$ cat src/rtl/dat_read_block_rx.sv
// Receive-side DAT-line engine of the SD host: waits for the card's start bit,
// deserialises one block on a 1- or 4-bit bus, checks per-line CRC16 and end bit.
module dat_read_block_rx #(
  parameter int unsigned BLOCK_SIZE_WIDTH = 12
) (
  input  logic                        clk_i,
  input  logic                        rst_ni,
  input  logic                        start_i,
  input  logic                        abort_i,
  input  logic                        bus_4bit_i,
  input  logic [BLOCK_SIZE_WIDTH-1:0] block_size_i,
  input  logic                        sample_i,
  input  logic [3:0]                  dat_i,
  input  logic                        timeout_i,
  output logic                        running_o,
  output logic                        busy_o,
  output logic [7:0]                  data_o,
  output logic                        data_valid_o,
  output logic                        done_o,
  output logic                        crc_err_o,
  output logic                        end_bit_err_o,
  output logic                        timeout_err_o
);

  localparam int unsigned     LINES    = 4;
  localparam int unsigned     CRC_W    = 16;
  localparam int unsigned     CRC_CNT_W = 4;
  localparam logic [CRC_W-1:0] CRC_POLY = 16'h1021;

  typedef enum logic [2:0] {
    S_IDLE,
    S_WAIT_START,
    S_DATA,
    S_CRC,
    S_END
  } state_e;

  state_e state_q, state_d;

  logic                             bus_4bit_q, bus_4bit_d;
  logic [BLOCK_SIZE_WIDTH-1:0]      block_size_q, block_size_d;
  logic [BLOCK_SIZE_WIDTH-1:0]      byte_cnt_q, byte_cnt_d;
  logic [2:0]                       bit_cnt_q, bit_cnt_d;
  logic [7:0]                       shift_q, shift_d;
  logic [LINES-1:0][CRC_W-1:0]      crc_q, crc_d;
  logic [CRC_CNT_W-1:0]             crc_cnt_q, crc_cnt_d;
  logic [7:0]                       data_d;
  logic                             data_valid_d, done_d;
  logic                             crc_err_d, end_bit_err_d, timeout_err_d;

  logic [LINES-1:0] active_lines;
  logic [LINES-1:0] crc_msb;
  logic [7:0]       shift_nxt;
  logic             start_bit, byte_done, last_byte;

  function automatic logic [CRC_W-1:0] crc16_step(input logic [CRC_W-1:0] crc, input logic b);
    logic fb;
    fb = crc[CRC_W-1] ^ b;
    return {crc[CRC_W-2:0], 1'b0} ^ (fb ? CRC_POLY : '0);
  endfunction

  assign active_lines = bus_4bit_q ? 4'hF : 4'h1;
  assign start_bit    = sample_i && !dat_i[0];
  assign shift_nxt    = bus_4bit_q ? {shift_q[3:0], dat_i} : {shift_q[6:0], dat_i[0]};
  assign byte_done    = bus_4bit_q ? bit_cnt_q[0] : (bit_cnt_q == 3'd7);
  // block_size 0 wraps to all-ones, so the last byte of a 2**W block is matched too
  assign last_byte    = (byte_cnt_q == (block_size_q - BLOCK_SIZE_WIDTH'(1)));

  assign running_o = (state_q == S_WAIT_START);
  assign busy_o    = (state_q != S_IDLE);

  always_comb begin
    crc_msb = '0;
    for (int unsigned l = 0; l < LINES; l++) begin
      crc_msb[l] = crc_q[l][CRC_W-1];
    end
  end

  // State register
  always_ff @(posedge clk_i or negedge rst_ni) begin
    if (!rst_ni) begin
      state_q <= S_IDLE;
    end else begin
      state_q <= state_d;
    end
  end

  // Next-state logic; abort overrides everything
  always_comb begin
    state_d = state_q;
    if (abort_i) begin
      state_d = S_IDLE;
    end else begin
      unique case (state_q)
        S_IDLE:       if (start_i) state_d = S_WAIT_START;
        S_WAIT_START: begin
          if (start_bit)      state_d = S_DATA;
          else if (timeout_i) state_d = S_IDLE;
        end
        S_DATA:       if (sample_i && byte_done && last_byte) state_d = S_CRC;
        S_CRC:        if (sample_i && (crc_cnt_q == CRC_CNT_W'(CRC_W - 1))) state_d = S_END;
        S_END:        if (sample_i) state_d = S_IDLE;
        default:      state_d = S_IDLE;
      endcase
    end
  end

  // Datapath and registered-output next values
  always_comb begin
    bus_4bit_d    = bus_4bit_q;
    block_size_d  = block_size_q;
    byte_cnt_d    = byte_cnt_q;
    bit_cnt_d     = bit_cnt_q;
    shift_d       = shift_q;
    crc_d         = crc_q;
    crc_cnt_d     = crc_cnt_q;
    data_d        = data_o;
    data_valid_d  = 1'b0;
    done_d        = 1'b0;
    crc_err_d     = crc_err_o;
    end_bit_err_d = end_bit_err_o;
    timeout_err_d = timeout_err_o;
    if (!abort_i) begin
      unique case (state_q)
        S_IDLE: begin
          if (start_i) begin
            bus_4bit_d    = bus_4bit_i;
            block_size_d  = block_size_i;
            crc_err_d     = 1'b0;
            end_bit_err_d = 1'b0;
            timeout_err_d = 1'b0;
          end
        end
        S_WAIT_START: begin
          if (start_bit) begin
            crc_d      = '0;
            byte_cnt_d = '0;
            bit_cnt_d  = '0;
            crc_cnt_d  = '0;
          end else if (timeout_i) begin
            timeout_err_d = 1'b1;
            done_d        = 1'b1;
          end
        end
        S_DATA: begin
          if (sample_i) begin
            shift_d = shift_nxt;
            for (int unsigned l = 0; l < LINES; l++) begin
              crc_d[l] = crc16_step(crc_q[l], dat_i[l]);
            end
            if (byte_done) begin
              data_d       = shift_nxt;
              data_valid_d = 1'b1;
              byte_cnt_d   = byte_cnt_q + BLOCK_SIZE_WIDTH'(1);
              bit_cnt_d    = '0;
            end else begin
              bit_cnt_d = bit_cnt_q + 3'd1;
            end
          end
        end
        S_CRC: begin
          // Card's CRC arrives MSB first; compare against our MSB and shift out
          if (sample_i) begin
            if (((dat_i ^ crc_msb) & active_lines) != '0) crc_err_d = 1'b1;
            for (int unsigned l = 0; l < LINES; l++) begin
              crc_d[l] = {crc_q[l][CRC_W-2:0], 1'b0};
            end
            crc_cnt_d = crc_cnt_q + CRC_CNT_W'(1);
          end
        end
        S_END: begin
          if (sample_i) begin
            if ((~dat_i & active_lines) != '0) end_bit_err_d = 1'b1;
            done_d = 1'b1;
          end
        end
        default: ;
      endcase
    end
  end

  // Datapath and output registers
  always_ff @(posedge clk_i or negedge rst_ni) begin
    if (!rst_ni) begin
      bus_4bit_q    <= 1'b0;
      block_size_q  <= '0;
      byte_cnt_q    <= '0;
      bit_cnt_q     <= '0;
      shift_q       <= '0;
      crc_q         <= '0;
      crc_cnt_q     <= '0;
      data_o        <= '0;
      data_valid_o  <= 1'b0;
      done_o        <= 1'b0;
      crc_err_o     <= 1'b0;
      end_bit_err_o <= 1'b0;
      timeout_err_o <= 1'b0;
    end else begin
      bus_4bit_q    <= bus_4bit_d;
      block_size_q  <= block_size_d;
      byte_cnt_q    <= byte_cnt_d;
      bit_cnt_q     <= bit_cnt_d;
      shift_q       <= shift_d;
      crc_q         <= crc_d;
      crc_cnt_q     <= crc_cnt_d;
      data_o        <= data_d;
      data_valid_o  <= data_valid_d;
      done_o        <= done_d;
      crc_err_o     <= crc_err_d;
      end_bit_err_o <= end_bit_err_d;
      timeout_err_o <= timeout_err_d;
    end
  end

endmodule

$ cat config.mk
export PLATFORM = sky130hd
export DESIGN_NAME = dat_read_block_rx
export DESIGN_NICKNAME = d
export VERILOG_FILES = /design/src/rtl/dat_read_block_rx.sv
export SDC_FILE = /design/constraint.sdc
export NUM_CORES = 1
export LEC_CHECK = 0
export ABC_AREA = 1
export CAP_MARGIN = 20
export CELL_PAD_IN_SITES_DETAIL_PLACEMENT = 1
export CELL_PAD_IN_SITES_GLOBAL_PLACEMENT = 2
export CORE_MARGIN = 4
export CORE_UTILIZATION = 38
export CTS_CLUSTER_DIAMETER = 100
export DETAILED_ROUTE_END_ITERATION = 6
export GPL_TIMING_DRIVEN = 0
export PLACE_DENSITY_LB_ADDON = 0.1
export SYNTH_ARGS = -nofsm -noshare
export SYNTH_HDL_FRONTEND = slang
export SYNTH_SLANG_ARGS = --single-unit
$ cat constraint.sdc
create_clock -name clk_i -period 4.8 [get_ports clk_i]
set_input_delay 0.48 -clock clk_i [delete_from_list [all_inputs] [get_ports clk_i]]
set_output_delay 0.48 -clock clk_i [all_outputs]
set_load 0.05 [all_outputs]
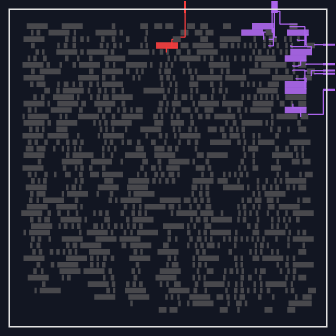
*Port wiring, run 1*
- purple: data_o (direction output; end cells 8; buffers 8; wire 173 um)
- red: end_bit_err_o (direction output; end cells 1; buffers 1; wire 23.4 um)

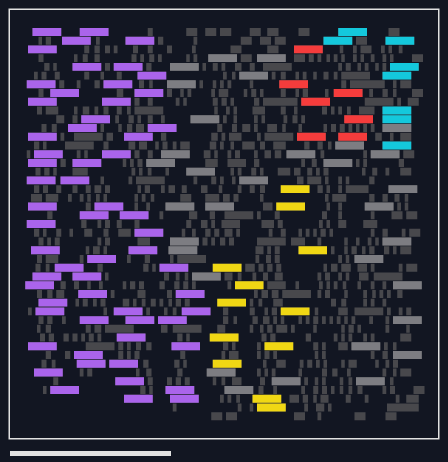
*Where the registers sit, run 1*
The bar under the picture is 50 um long. Other sequential cells in the stronger gray, the rest of the logic in the fainter gray.
- cyan: data_o (sequential cells 8; where north-east)
- purple: crc_q (sequential cells 60)
- yellow: byte_cnt_q (sequential cells 12)
- red: shift_q (sequential cells 7)

==> CHANGELOG.md, run 1 <==
### Implementation results

* Status: finished clean
* Synthesized netlist cell count at 744
* Number of synthesized register bits at 119
* Via count of the first global-routing pass at roughly 5400
* Commonest cells in the synthesized netlist: sky130_fd_sc_hd__nand2_1 (155), sky130_fd_sc_hd__dfrtp_1 (119), sky130_fd_sc_hd__inv_1 (115)
* Cell chosen for the clock root: sky130_fd_sc_hd__clkbuf_16
* Width of the chip at roughly 130 um
* Global-route track usage on met1 at 23.1%
* Kind of cell adding the most delay to the critical path: buffers and inverters
* Largest non-sequential cell family by area: simple AND/OR/NAND/NOR gates
* Most frequent cell after synthesis: sky130_fd_sc_hd__nand2_1
* Startpoint kind of the worst setup timing path: register
* Maximum count of clock buffers along a single path at 2
* Number of filler instances in the final layout at between 1500 and 2000
* Share of power burned in registers at 37.0%
* Origin of the critical flop-to-flop path: block_size_q[0]$_DFFE_PN0P_
* Largest registers: crc_q: 60 flops, block_size_q: 12 flops, byte_cnt_q: 12 flops
* Pre-CTS setup slack at 2.03 ns
* Sequential share of the synthesized area at between 40% and 50%
* Most common flop cell mapped by yosys: sky130_fd_sc_hd__dfrtp_1
* Clock buffer and inverter area fraction after layout at 8.09%
* Post-synthesis instance area at roughly 6000 um2
* Top pwr grp: sequential cells
* Unrepaired setup endpoints after global routing: no
* PnR Total Power at 4.49 mW
* Number of vias per cell after detailed routing at 4.90
* Number of nets with antenna violations after routing at 0
* Met3 capacity usage during global routing at 4.00%
* Clock network power share at 28.1%
* Depth of the most critical reg-to-reg path at 15
* Via count at around 5000
* Height of the die at between 100 and 150 um
* Synth cell types at 39
* Critical Path End: running_o
* Highest metal used: met4
* Final Util at between 40 and 50%
* Largest cell class by area: flip-flops and latches
* Critical Path Slowest Stage Cell: sky130_fd_sc_hd__clkdlybuf4s50_1
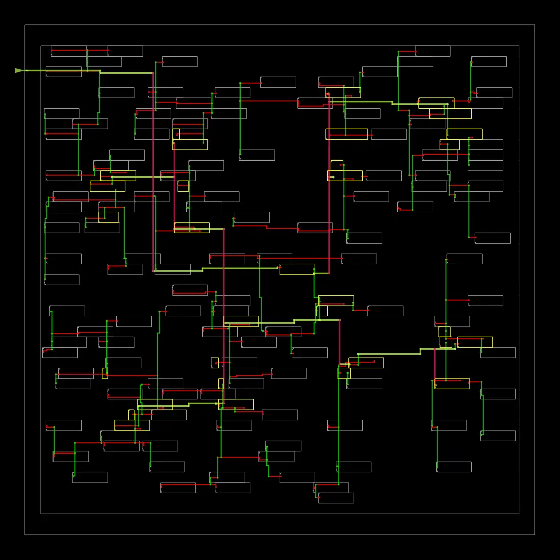
*The clock network, run 1*
power drawn by the clock network: 1.26 mW
Clock buffer cells: 22
total number of clock tree sinks: 119
clock skew: 0.00898 ns
clk_lat worst skew: 0.42 ns

### Drive-strength map, run 1

The bar under the picture is 50 um long.
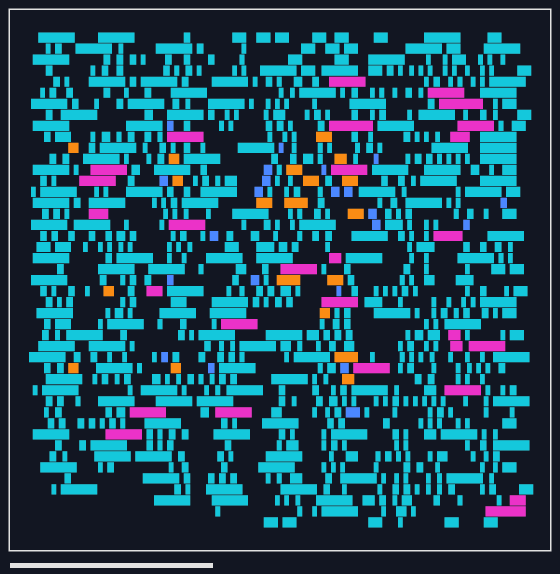

==> run 2: changes to the inputs <==
- CORE_UTILIZATION: 38 -> 36
- clock period: 4.8 -> 2.5 ns (I/O delays scaled with it)
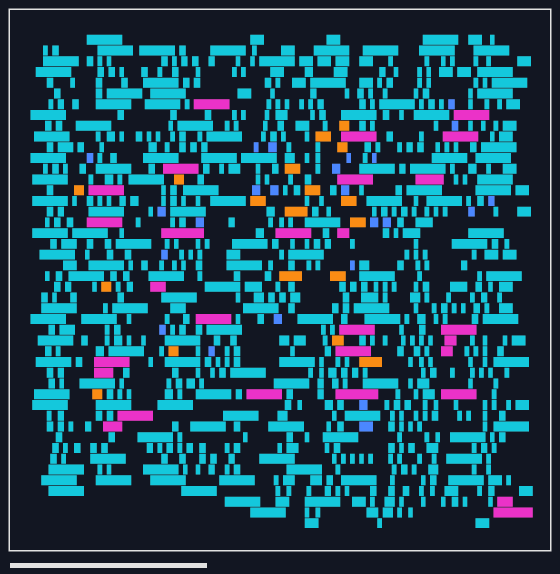
*Drive-strength map, run 2*
The bar under the picture is 50 um long.
- cyan: drive 1 or less (cells 745; most used nand2_1)
- orange: drive 3 to 4 (cells 18; most used buf_4)
- blue: drive 2 (cells 24)
- magenta: drive 6 and up (cells 28; most used clkbuf_16)

==> run 2 against run 1 <==
Against the previous run: synthesized cell count unchanged; total power increased by 93%; die size increased by 5.2%; flip-flop count unchanged; worst hold slack got worse by 0.15 ns; routed wire length increased by 3.0%; count of clock-buffer cells in the layout decreased by 1; sequential power increased by 93%; first-iteration DRC count increased by 14%; final cell count increased by 0.49%; critical endpoint unchanged.
==> CHANGELOG.md, run 2 <==
### Implementation results

* Status: finished clean
* Most frequent cell after synthesis: sky130_fd_sc_hd__nand2_1
* Number of filler instances in the final layout at slightly below 2000
* Total number of clock tree sinks at roughly 120
* Highest metal used: met4
* Height of the die at approximately 140 um
* Clock skew at ~0.0075 ns
* Cell chosen for the clock root: sky130_fd_sc_hd__clkbuf_16
* Number of nets with antenna violations after routing at 0
* Maximum count of clock buffers along a single path at 2
* Pre-CTS setup slack at -0.00861 ns
* Post-synthesis instance area at about 6000 um2
* Largest non-sequential cell family by area: simple AND/OR/NAND/NOR gates
* Via count at between 5000 and 6000
* Critical Path Slowest Stage Cell: sky130_fd_sc_hd__clkdlybuf4s50_1
* Power drawn by the clock network at between 2 and 2.5 mW
* Number of vias per cell after detailed routing at 4.91
* Clock network power share at around 28%
* Largest registers: crc_q: 60 flops, block_size_q: 12 flops, byte_cnt_q: 12 flops
* Unrepaired setup endpoints after global routing: no
* Most common flop cell mapped by yosys: sky130_fd_sc_hd__dfrtp_1
* Clk_lat worst skew at ~0.42 ns
* Final Util at between 40% and 50%
* Sequential share of the synthesized area at between 40% and 50%
* Critical Path End: running_o
* Top pwr grp: sequential cells
* Startpoint kind of the worst setup timing path: register
* Met3 capacity usage during global routing at 3.82%
* Depth of the most critical reg-to-reg path at 15
No activity file was given, so power comes from the tool's default toggle rates.
